Figure 1. PDN straps and rails.
Bar = 20 um. Pins as bars on the die edge. Tap cells in gray.
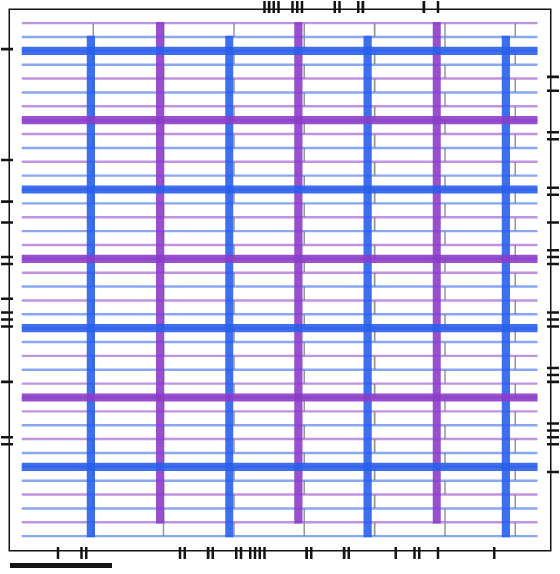
Figure 2. Clock network drawn from the DEF.
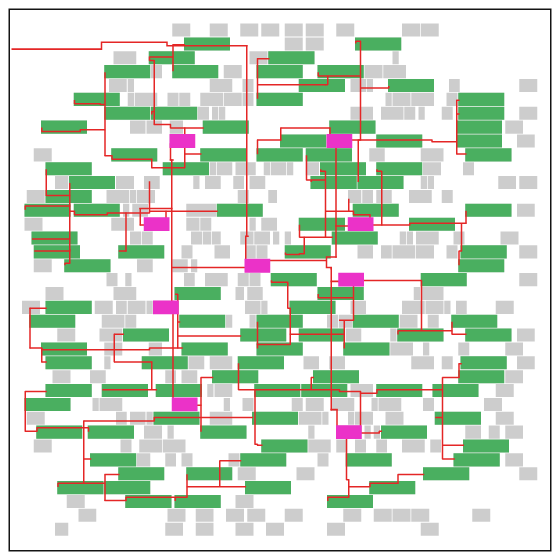
Figure 3. Cell classes on the final placement.
Bar = 20 um.
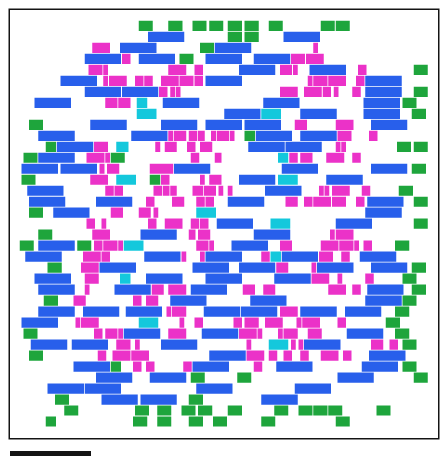
Figure 4. Congestion heat map.
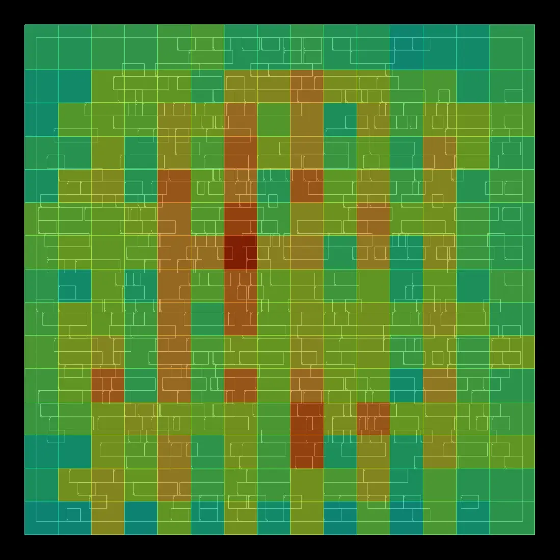
Figure 5. Routed metal, one color a layer.
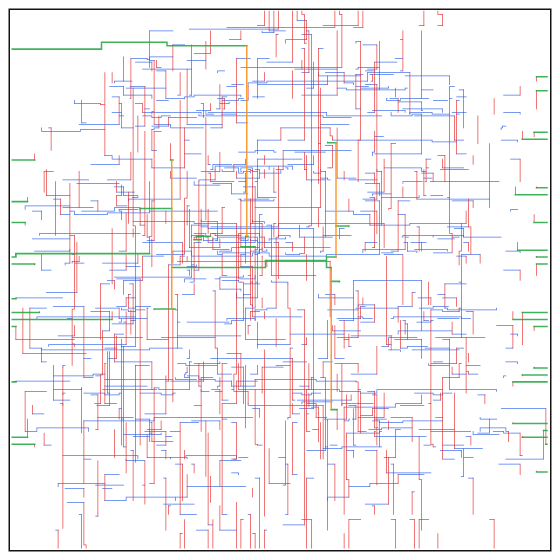
$ cat src/rtl/sw_input_debounce_if.sv
// Switch-conditioning bundle: raw switch levels and IRQ ack in, debounced
// vector, edge masks and the sticky change flag out.
interface sw_input_debounce_if #(
  parameter int WIDTH = 16
);
  logic [WIDTH-1:0] sw_raw_i;
  logic             irq_ack_i;
  logic [WIDTH-1:0] sw_o;
  logic [WIDTH-1:0] rise_o;
  logic [WIDTH-1:0] fall_o;
  logic             change_o;
  logic             irq_o;

  // The debouncer itself.
  modport slave (
    input  sw_raw_i,
    input  irq_ack_i,
    output sw_o,
    output rise_o,
    output fall_o,
    output change_o,
    output irq_o
  );

  // Board/top-level side that supplies pins and consumes the conditioned vector.
  modport master (
    output sw_raw_i,
    output irq_ack_i,
    input  sw_o,
    input  rise_o,
    input  fall_o,
    input  change_o,
    input  irq_o
  );
endinterface

$ cat src/rtl/sw_input_debounce.sv
// Switch bank conditioner: per-bit two-flop synchronizer, whole-vector
// debounce, rise/fall pulse masks on commit and a sticky change flag.
module sw_input_debounce #(
  parameter int               WIDTH         = 16,
  parameter int               STABLE_CYCLES = 2000,
  parameter logic [WIDTH-1:0] RESET_VAL     = '0
) (
  input  logic               clk_i,
  input  logic               rst_n_i,
  sw_input_debounce_if.slave bus
);

  localparam int             CNT_W    = (STABLE_CYCLES > 1) ? $clog2(STABLE_CYCLES) : 1;
  localparam logic [CNT_W-1:0] CNT_LAST = CNT_W'(STABLE_CYCLES - 1);

  if (STABLE_CYCLES < 1 || STABLE_CYCLES > (1 << 20)) begin : g_bad_stable_cycles
    $error("sw_input_debounce: STABLE_CYCLES must be in 1..2**20");
  end

  logic [WIDTH-1:0] sync_vec;
  logic [WIDTH-1:0] cand_reg;
  logic [WIDTH-1:0] sw_reg;
  logic [WIDTH-1:0] rise_reg;
  logic [WIDTH-1:0] fall_reg;
  logic [CNT_W-1:0] cnt_reg;
  logic             change_reg;
  logic             irq_reg;
  logic             commit;

  // Plain flop pair per bit; nothing may sit between the two stages.
  for (genvar gi = 0; gi < WIDTH; gi++) begin : g_sync
    logic s1_reg;
    logic s2_reg;

    always_ff @(posedge clk_i or negedge rst_n_i) begin
      if (!rst_n_i) begin
        s1_reg <= RESET_VAL[gi];
        s2_reg <= RESET_VAL[gi];
      end else begin
        s1_reg <= bus.sw_raw_i[gi];
        s2_reg <= s1_reg;
      end
    end

    assign sync_vec[gi] = s2_reg;
  end

  assign commit = (sync_vec == cand_reg) && (cand_reg != sw_reg) && (cnt_reg == CNT_LAST);

  always_ff @(posedge clk_i or negedge rst_n_i) begin
    if (!rst_n_i) begin
      cand_reg   <= RESET_VAL;
      sw_reg     <= RESET_VAL;
      cnt_reg    <= '0;
      rise_reg   <= '0;
      fall_reg   <= '0;
      change_reg <= 1'b0;
      irq_reg    <= 1'b0;
    end else begin
      rise_reg   <= '0;
      fall_reg   <= '0;
      change_reg <= 1'b0;

      if (sync_vec != cand_reg) begin
        cand_reg <= sync_vec;
        cnt_reg  <= '0;
      end else if (cand_reg == sw_reg) begin
        cnt_reg <= '0;
      end else if (cnt_reg == CNT_LAST) begin
        sw_reg     <= cand_reg;
        rise_reg   <= cand_reg & ~sw_reg;
        fall_reg   <= ~cand_reg & sw_reg;
        change_reg <= 1'b1;
        cnt_reg    <= '0;
      end else begin
        cnt_reg <= cnt_reg + CNT_W'(1);
      end

      // Set follows the change pulse and beats an ack; an ack landing on the
      // commit edge is also ignored so a fresh event is never lost.
      irq_reg <= change_reg | (irq_reg & (~bus.irq_ack_i | commit));
    end
  end

  assign bus.sw_o     = sw_reg;
  assign bus.rise_o   = rise_reg;
  assign bus.fall_o   = fall_reg;
  assign bus.change_o = change_reg;
  assign bus.irq_o    = irq_reg;

endmodule

$ cat src/flat_wrapper.sv
// flat-port wrapper written by rule: the top's interface ports become plain ports
module sw_input_debounce_flat 
#(
  parameter int               WIDTH         = 16,
  parameter int               STABLE_CYCLES = 2000,
  parameter logic [WIDTH-1:0] RESET_VAL     = '0
)
  (clk_i, rst_n_i, bus_sw_raw_i, bus_irq_ack_i, bus_sw_o, bus_rise_o, bus_fall_o, bus_change_o, bus_irq_o);
  sw_input_debounce_if #(.WIDTH(WIDTH)) bus_i ();
  input  logic clk_i;
  input  logic rst_n_i;
  input wire logic [$bits(bus_i.sw_raw_i)-1:0] bus_sw_raw_i;
  input wire logic [$bits(bus_i.irq_ack_i)-1:0] bus_irq_ack_i;
  output wire logic [$bits(bus_i.sw_o)-1:0] bus_sw_o;
  output wire logic [$bits(bus_i.rise_o)-1:0] bus_rise_o;
  output wire logic [$bits(bus_i.fall_o)-1:0] bus_fall_o;
  output wire logic [$bits(bus_i.change_o)-1:0] bus_change_o;
  output wire logic [$bits(bus_i.irq_o)-1:0] bus_irq_o;
  assign bus_i.sw_raw_i = bus_sw_raw_i;
  assign bus_i.irq_ack_i = bus_irq_ack_i;
  assign bus_sw_o = bus_i.sw_o;
  assign bus_rise_o = bus_i.rise_o;
  assign bus_fall_o = bus_i.fall_o;
  assign bus_change_o = bus_i.change_o;
  assign bus_irq_o = bus_i.irq_o;
  sw_input_debounce #(.WIDTH(WIDTH), .STABLE_CYCLES(STABLE_CYCLES), .RESET_VAL(RESET_VAL)) u_core (.clk_i(clk_i), .rst_n_i(rst_n_i), .bus(bus_i));
endmodule
$ cat config.mk
export PLATFORM = sky130hd
export DESIGN_NAME = sw_input_debounce_flat
export DESIGN_NICKNAME = d
export VERILOG_FILES = /design/src/rtl/sw_input_debounce_if.sv /design/src/rtl/sw_input_debounce.sv /design/src/flat_wrapper.sv
export SDC_FILE = /design/constraint.sdc
export NUM_CORES = 1
export LEC_CHECK = 0
export CAP_MARGIN = 20
export CORE_MARGIN = 2
export CORE_UTILIZATION = 40
export CTS_CLUSTER_DIAMETER = 120
export DETAILED_ROUTE_END_ITERATION = 8
export PLACE_DENSITY_LB_ADDON = 0.1
export SKIP_CTS_REPAIR_TIMING = 1
export SLEW_MARGIN = 15
export SYNTH_ARGS = -nofsm -noshare
export SYNTH_HDL_FRONTEND = slang
export SYNTH_SLANG_ARGS = --single-unit
$ cat constraint.sdc
create_clock -name clk_i -period 3.7 [get_ports clk_i]
set_clock_uncertainty 0.1 [all_clocks]
set_input_delay 0.74 -clock clk_i [delete_from_list [all_inputs] [get_ports clk_i]]
set_output_delay 0.74 -clock clk_i [all_outputs]
set_load 0.01 [all_outputs]
==> flow_summary.yaml <==
# yosys + openroad results
placement:
  dp_hpwl_um: 4710
  placement.io_buffers: 68
  postPlaceCellArea_um2: 4950
logic_synthesis:
  avgSynthCellArea_um2: 13.5
  topCellsByArea: "sky130_fd_sc_hd__dfrtp_1 66%, sky130_fd_sc_hd__ha_1 9.9%, sky130_fd_sc_hd__and2_1 5.0%, sky130_fd_sc_hd__xor2_1 4.2%, sky130_fd_sc_hd__mux2i_1 3.9%"
  synth_top_area_share_pct: 65.6
  synth_seq_share_pct: 65.6
  yosysTopAreaCell: "sky130_fd_sc_hd__dfrtp_1"
  post_synth_instance_area_um2: 4160
  yosysMostFrequentCell: "sky130_fd_sc_hd__dfrtp_1"
  synth_chip_area_um2: 4160
  netlist_instances: 308
  yosys_most_used_dff: "sky130_fd_sc_hd__dfrtp_1"
  ys_types: 23
  edf_count: 0
  ys_cells: 308
final_layout:
  filler_cell_count: 932
  layout_net_count: 422
  highest_count_logic_cell_in_the_final_layout: "sky130_fd_sc_hd__dfrtp_1"
  share_of_cells_above_drive_strength_1_pct: 5.36
  mostFrequentLayoutCells: "109 x sky130_fd_sc_hd__dfrtp_1, 67 x sky130_fd_sc_hd__clkdlybuf4s50_1, 33 x sky130_fd_sc_hd__and2_1, 33 x sky130_fd_sc_hd__ha_1, 32 x sky130_fd_sc_hd__inv_1"
route:
  first_pass_iteration_count_of_the_detailed_router: 4
  drt_iter0_markers: 65
  detail_route.vias_per_cell: 4.41
  dr_total_vias: 2245
  detail_route.drc_violations: 0
  antenna_violating_nets_post_route: 0
  wirelength_um: 6580
setup_path:
  timing.critical_path.buf_inv: 1
  r2r_cells: 6
  critical-path-max-stage-delay_ns: 0.56
  path_class: "reg -> reg"
  crit-reg2reg-launch: "u_core.cand_reg[8]"
  worstPathMaxFanout: 50
  worst_setup_path_start_kind: "register"
  regToRegEndpoint: "u_core.bus.sw_o[1]"
  cp_data_required_time_ns: 3.88
  arrival_worst_endpoint_ns: 2.76
  crit_chain: "xor2_1, nor4_1, nand4_1, nor3_4, buf_4, mux2i_1"
  slowest_stage: "sky130_fd_sc_hd__nor4_1"
  top_cell_family_by_delay_on_the_critical_path: "simple AND/OR/NAND/NOR gates"
  setup.worst_path.end_class: "register"
pwr:
  design_power_total_uw: 1930
  static-leakage-power_uw: 0.00239
sta:
  worst_slew_margin_rel_pct: 44.2
  max_slew.worst_pin.slew_ns: 0.837
  hold_violations: 0
  report.final.slew_viol_count: 0
  max_clock_freq_mhz: 388
  grt_setup_unrepaired: "false"
  final.hold.worst_slack_ns: 0.256
  setup_violations: 0
floorplanning:
  boundaryPins: 69
  initial_utilization_pct: 40.8
  chip_area_um2: 11200
  die_height_um: 106
  die.size.x_um: 106
grt:
  first_global_vias: 2258
  grt_max_degree: 69
  antenna_found_initial: 0
  grt_first_pass_wirelength_um: 10800
  grt_residual_overflow: 0
cts:
  clk_path_buf_depth: 2
  clock_transition_at_the_registers_of_the_reported_paths_ns: 0.09
  tritoncts_clock_tree: "yes"
  tritoncts.num_buffers: 9
  cts_root_buffer: "sky130_fd_sc_hd__clkbuf_8"
  htreeDepth: 3
  tritoncts_num_sinks: 109
worst_hold_path:
  worst_hold_startpoint: "u_core.g_sync[13].s1_reg"
  hold_worst_path_end: "u_core.g_sync[13].s2_reg"
  min_path_type: "reg -> reg"
  worstHoldPathCells: 0
run_status:
  outcome: "finished clean"
run:
  log.warning_count: 42
Notes on Figure 1 above:
- blue: VSS
- purple: VDD
- rows: 37
- met4 straps: 7
- met5 straps: 7
- signal pins: 69
- tap cells: 136
worst ir drop on vdd: 0.000163 V
area inside the core boundary: 10200 um^2

Notes on Figure 2 above:
- magenta: clock drivers (count 9)
- red: clock wires (length 1170 um)
- green: flip-flops (count 109)
- routed clock nets: 10

Notes on Figure 3 above:
- green: other buffers and delay cells (cells 72; share of their area 14%)
- cyan: clock drivers and dummy loads (cells 14; share of their area 3.3%)
- blue: flops (cells 109; share of their area 55%)
- magenta: combinational and other logic (cells 178; share of their area 27%)
register fraction of the total cell area: 53.3%
final design instance area without fill: 5110 um^2
standard-cell rows: 37

Notes on Figure 4 above:
Most Crowded Layer GR: met2
met3 Resource Use GR: 2.58%
global-route usage over all layers: 12.6%

Notes on Figure 5 above:
- orange: metal 4 (wire length 117 um)
- green: metal 3 (wire length 260 um)
- blue: metal 1 (wire length 3020 um)
- red: metal 2 (wire length 3180 um)

worst max path at each step:
stage	from	to	depth (start not counted)
after floorplan	u_core.bus.sw_o[13]	u_core.bus.irq_o	7
after detailed placement	u_core.cand_reg[13]	u_core.bus.sw_o[11]	6
after global routing	u_core.cand_reg[8]	u_core.bus.sw_o[10]	6
after CTS	u_core.cand_reg[8]	u_core.bus.sw_o[8]	6
after global placement	u_core.cand_reg[9]	u_core.bus.sw_o[4]	6
final	u_core.cand_reg[8]	u_core.bus.sw_o[1]	6
metal layers:
metal	wire length [um]	up-vias	track usage (%)
met5	0	-	0
met4	116	0	5.92
met3	259	12	2.58
met2	3180	49	20.6
met1	3020	1106	16.0
li1	-	1078	-
metrics by stage:
step	std cells	setup WS (ns)	utilization, %
6_report	509	1.12	50.2
3_5_place_dp	495	1.17	48.6
2_1_floorplan	308	1.73	-
4_1_cts	509	1.13	50.2
5_1_grt	509	0.961	50.2
3_3_place_gp	495	1.20	48.6
power breakdown:
group	total [uW]	internal (uW)	switching [uW]
Combinational	76.2	33.2	43.0
Sequential	1230	1220	16.8
Clock	618	240	379
cell type report:
cell class	instances	area, um^2	share of cell area [%]
Inverter	32	120	2.35
Tap cell	136	170	3.33
Multi-Input combinational cell	146	1220	24.0
Timing Repair Buffer	72	708	13.8
Clock inverter	5	38.8	0.759
Clock buffer	9	124	2.42
Sequential cell	109	2730	53.3
cell families (layout without fill, tap and decap cells):
family	count (synthesis)	count (layout)	share of synthesized area [%]
multiplexers	16	16	3.85
AND-OR/OR-AND	2	2	0.361
flip-flops	109	109	65.6
buffers and inverters	53	118	5.06
adder cells (fa/ha/maj)	33	33	9.93
AND/OR/NAND/NOR	70	70	9.90
XOR/XNOR	25	25	5.27
Power figures rest on the tool's default switching activity, not on a simulated workload.
